<file path="config.mk">
export PLATFORM = sky130hd
export DESIGN_NAME = piso_shift_tx
export DESIGN_NICKNAME = d
export VERILOG_FILES = /design/src/rtl/piso_shift_tx.sv
export SDC_FILE = /design/constraint.sdc
export NUM_CORES = 1
export LEC_CHECK = 0
export CORE_AREA = 2 2 39 41
export CTS_CLUSTER_DIAMETER = 40
export DETAILED_ROUTE_END_ITERATION = 7
export DIE_AREA = 0 0 41 43
export HOLD_SLACK_MARGIN = 0.02
export PLACE_DENSITY = 0.8
export SLEW_MARGIN = 20
export SYNTH_ARGS = -nofsm -noshare
export SYNTH_HDL_FRONTEND = slang
export SYNTH_SLANG_ARGS = --single-unit
</file>
<file path="constraint.sdc">
create_clock -name clk -period 1.95 [get_ports clk]
set_input_delay 0.2925 -clock clk [delete_from_list [all_inputs] [get_ports clk]]
set_output_delay 0.2925 -clock clk [all_outputs]
set_load 0.01 [all_outputs]
</file>
<file path="src/rtl/piso_shift_tx.sv">
// piso_shift_tx: parallel-in serial-out transmitter, valid/ready word input, framed serial output
//   clk        in   posedge clock
//   rst_n      in   asynchronous active-low reset
//   din        in   DATA_W-bit word, sampled only on a transfer edge
//   din_valid  in   din holds a word to send
//   din_ready  out  word can be accepted this edge (idle, or last bit on sout)
//   sout       out  registered serial data, IDLE_LEVEL when not valid
//   sout_valid out  registered, sout carries a bit this cycle
//   done       out  last bit of the current word is on sout
module piso_shift_tx #(
  parameter int   DATA_W     = 8,
  parameter bit   MSB_FIRST  = 1'b1,
  parameter logic IDLE_LEVEL = 1'b0
) (
  input  logic              clk,
  input  logic              rst_n,
  input  logic [DATA_W-1:0] din,
  input  logic              din_valid,
  output logic              din_ready,
  output logic              sout,
  output logic              sout_valid,
  output logic              done
);
  localparam int CW = DATA_W > 1 ? $clog2(DATA_W) : 1;
  typedef enum logic {IDLE, SHIFT} state_t;
  state_t            state_q, state_d;
  logic [CW-1:0]     cnt_q, cnt_d;
  logic [DATA_W-1:0] sr_q, sr_d;
  logic              sout_q, sout_d, sout_valid_q, sout_valid_d, xfer;
  always_ff @(posedge clk or negedge rst_n)
    if (!rst_n) state_q <= IDLE;
    else state_q <= state_d;
  always_comb state_d = xfer ? SHIFT : done ? IDLE : state_q;
  always_comb begin
    done      = state_q == SHIFT && cnt_q == '0;
    din_ready = state_q == IDLE || done;
    xfer      = din_valid && din_ready;
  end
  // the shift register holds the bits not yet on sout, aligned so the next
  // bit to send is always at the outgoing end
  always_comb begin
    sout_d       = IDLE_LEVEL;
    sout_valid_d = 1'b0;
    cnt_d        = cnt_q;
    sr_d         = sr_q;
    if (xfer) begin
      sout_d       = MSB_FIRST ? din[DATA_W-1] : din[0];
      sr_d         = MSB_FIRST ? din << 1 : din >> 1;
      cnt_d        = CW'(DATA_W - 1);
      sout_valid_d = 1'b1;
    end else if (state_q == SHIFT && !done) begin
      sout_d       = MSB_FIRST ? sr_q[DATA_W-1] : sr_q[0];
      sr_d         = MSB_FIRST ? sr_q << 1 : sr_q >> 1;
      cnt_d        = cnt_q - CW'(1);
      sout_valid_d = 1'b1;
    end
  end
  always_ff @(posedge clk or negedge rst_n)
    if (!rst_n) begin
      cnt_q        <= '0;
      sr_q         <= '0;
      sout_q       <= IDLE_LEVEL;
      sout_valid_q <= 1'b0;
    end else begin
      cnt_q        <= cnt_d;
      sr_q         <= sr_d;
      sout_q       <= sout_d;
      sout_valid_q <= sout_valid_d;
    end
  assign sout       = sout_q;
  assign sout_valid = sout_valid_q;
endmodule

</file>
==> results.txt <==
The following summarizes the physical implementation.

Floorplan
The core utilization at floorplan is 42.95%. The overall die height is 43 microns. The core area is 1384 sq um. The die is 41 microns wide.

In this run the full chip footprint comes out at 1763 sq um. Row generation in the floorplan step produced 14 rows.

STA
The routed design could run at a clock period as short as 1798 ps. Setup repair after global routing left no endpoint under its margin. The number of pins with negative max-slew slack in the final report is 0. The transition time at the pin with the least slew margin is 583.4 ps. The total negative slack for setup checks is 0 ps. The critical path in the final layout is reported with a setup slack of 151.7 ps. The achievable clock frequency is approximately 0.56 GHz. Dividing the final minimum period by the clock period gives 92.22%.

Yosys
The largest area contributor in the netlist is sky130_fd_sc_hd__dfrtp_1. The distinct cell type count of the synthesized netlist is 17. The cell with the most instances after synthesis is sky130_fd_sc_hd__dfrtp_1. Before any placement, the netlist area is recorded as between 500 and 600 sq um. Yosys stat counts 55 cells in the synthesized netlist.

The synthesized design contains 0 enable-type register cells. Looking at the cell usage after synthesis, the top flip-flop cell is sky130_fd_sc_hd__dfrtp_1. The yosys-reported design area after synthesis is about 590 sq um. The number of storage elements in the synthesis netlist is 13.

The share of the synthesized area in the top cell type is 54.74%.

Placed design
The HPWL after detailed placement is 712.7 microns. At the end of routability-driven placement, the weighted congestion stood at 0.6732. Including well taps, the total number of placed cells is about 83. The cell area after placement is between 700 and 800 sq um.

Power and ir drop
The worst-case vdd ir drop is 0.0005415 V. The power report puts the net switching power at 324.5 uW. The logic gate share of total power is 38.1%. The clock network burns 17.6% of the power. Sequential cells burn approximately 44% of the power.

Clocking
The clock passes through at most 2 buffers. The number of clock sinks seen by CTS is 13. For reference, the clock transition at the flip-flops on the worst setup and hold paths is 80 ps. CTS built an H-tree with a depth of 1. The CTS tree is done.

Critical path
The peak per-stage delay on the critical path is 370 ps. Per STA, the worst path is made up of inv_1 -> ha_1 -> ha_2 -> nor2b_4 -> inv_1 -> dlygate4sd2_1. The kind of critical path is reg2out.

The worst setup path is launched from a flop. The data required time of the critical path is 1660 ps. The largest driver fanout on the critical path is 3. The arrival time of data at the critical path endpoint is 1510 ps.

Cells and area
The layout summary lists the proportion of cells stronger than drive strength 1 as 12.68%. The finished cells cover roughly 760 sq um.

Routing
Nets still carrying antenna violations after routing amount to 0. The script parses the final routing iteration and logs DRC violations as 0.

Flow run
The number of maximum-capacitance constraint violations is 0.

Global routing
The via count of the first global-routing pass was about 370. The first global-routing pass estimated approximately 1600 microns of wire. The global routing report lists met3 layer usage as around 3.1%.

Worst hold path
The worst hold path belongs to the class in2async.

Run status
The run finished with clean final reports.
==> power by group through the flow <==
stage / logic [mW] / clock network, mW / registers (mW)
after global routing: 0.429 / 0.183 / 0.436
after detailed placement: 0.380 / 0 / 0.427
after CTS: 0.374 / 0.171 / 0.422
after global placement: 0.365 / 0 / 0.422
final: 0.363 / 0.168 / 0.421
after floorplan: 0.255 / 0 / 0.422
==> cell usage in the layout, fill, tap and decap left out, drive strengths merged <==
cell type and instances:
a21oi 3, and2 1, buf 1, clkbuf 4, clkdlybuf4s50 12, dfrtp 13
dlygate4sd2 2, ha 2, inv 4, mux2i 7, nand2 8, nor2 1
nor2b 1, nor3 3, o21ai 7, or2 2
==> metal layers <==
metal | wire length (microns) | part of all wire (%) | vias up
met5 | 0 | 0 | -
met4 | 19 | 1.9 | 0
met3 | 43 | 4.3 | 2
met2 | 504 | 51 | 9
met1 | 424 | 43 | 188
li1 | - | - | 215
==> repair_timing <==
item,in CTS,in global routing
hold endpoints to repair,0,0
setup endpoints to repair,2,0
gates resized,3,0
==> worst max-delay path, delay by kind of cell (launching register included) <==
kind	cells	cell delay (ps)
fa+ha+maj	2	380
flops	1	370
buf+inv	3	370
simple gates	1	110
==> sequential cells by signal (all words and copies together), names as in the netlist <==
signal / count
state_q: 1
sout_valid: 1
cnt_q: 3
sr_q: 7
sout: 1
==> final cells by class <==
cell class	count	area [sq um]	area share (%)
Multi-Input combinational cell	35	232.7	30.44
Sequential cell	13	325.3	42.55
Clock buffer	4	26.28	3.437
Tap cell	16	20.02	2.619
Timing Repair Buffer	15	145.1	18.99
Inverter	4	15.01	1.964
==> cells by family (layout without fill, tap and decap cells) <==
| family | count (synthesis) | count (layout) | synth area share, % |
|---|---|---|---|
| simple gates | 16 | 16 | 13.68 |
| flops | 13 | 13 | 54.74 |
| compound gates | 10 | 10 | 9.052 |
| mux | 7 | 7 | 11.79 |
| buf+inv | 7 | 23 | 6.525 |
| fa+ha+maj | 2 | 2 | 4.210 |
==> path summary, 6_finish.rpt <==
check	from	to	slack (ps)	cells after the start
worst min register to register	sr_q[3]$_DFFE_PN0P_	sr_q[4]$_DFFE_PN0P_	480	2
max in group asynchronous	rst_n	sr_q[6]$_DFFE_PN0P_	1180	1
worst min-delay path	rst_n	state_q$_DFFE_PN0P_	380	1
worst max-delay path	cnt_q[0]$_DFFE_PN0P_	din_ready	150	6
min in group clk	sr_q[3]$_DFFE_PN0P_	sr_q[4]$_DFFE_PN0P_	480	2
worst max register to register	cnt_q[0]$_DFFE_PN0P_	state_q$_DFFE_PN0P_	510	6
==> per-stage QoR <==
step | utilization, % | hold WS, ps | power [mW]
after floorplan | - | -3.091 | 0.6766
after global placement | 53.35 | 455.8 | 0.7870
after detailed placement | 53.35 | 460.5 | 0.8076
after CTS | 55.24 | 406.9 | 0.9675
after global routing | 55.24 | 433.7 | 1.048
final | 55.24 | 384.1 | 0.9518
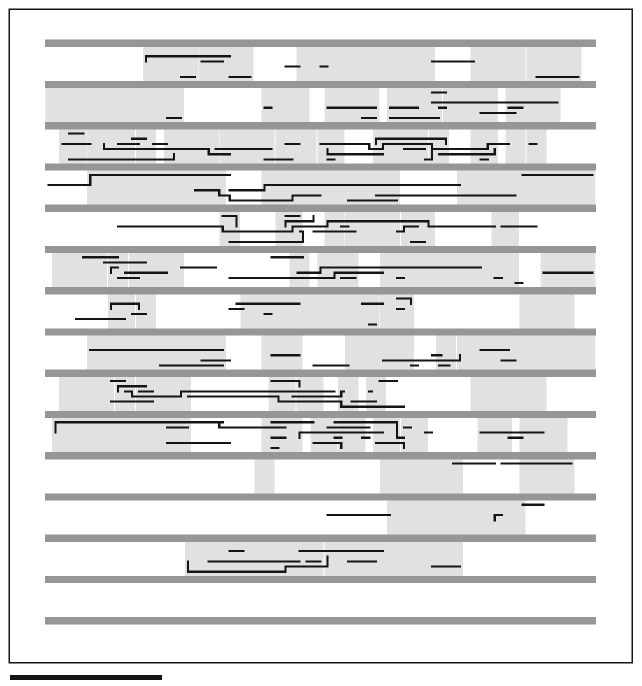
Fig. 1. Met1 routing.
The bar under the picture is 10 microns long. Supply wires on this layer in gray.
main direction: horizontal
share of all routed wire: 43%
wire length on this layer: 425 microns
Final Routed Wirelength: 992 microns
total via count in the routed design: 414
met1 layer usage reported by global route: 17.81%

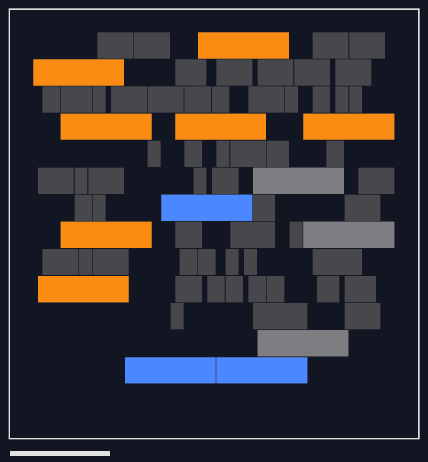
Fig. 2. Sequential cells grouped by signal name.
The bar under the picture is 10 microns long. Other sequential cells in the stronger gray, the rest of the logic in the fainter gray.
[blue] cnt_q | placed flops: 3
[orange] sr_q | placed flops: 7
not colored: 3
fraction of standard cell area that is sequential: 42.55%
P_seq: 421 uW
post-route core utilization: 55.24%

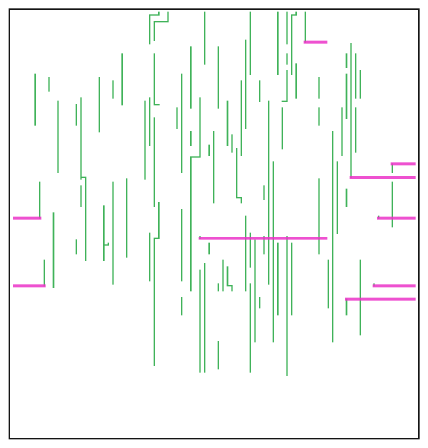
Fig. 3. Signal wires by layer.
Two of the layers only.
[green] metal 2 | wire length: 505 microns
[magenta] metal 3 | wire length: 43.1 microns
combined global-route utilization of all metal layers: 13.92%
routed wirelength normalized by instance count: 11.40 microns

No activity file was given, so power comes from the tool's default toggle rates.
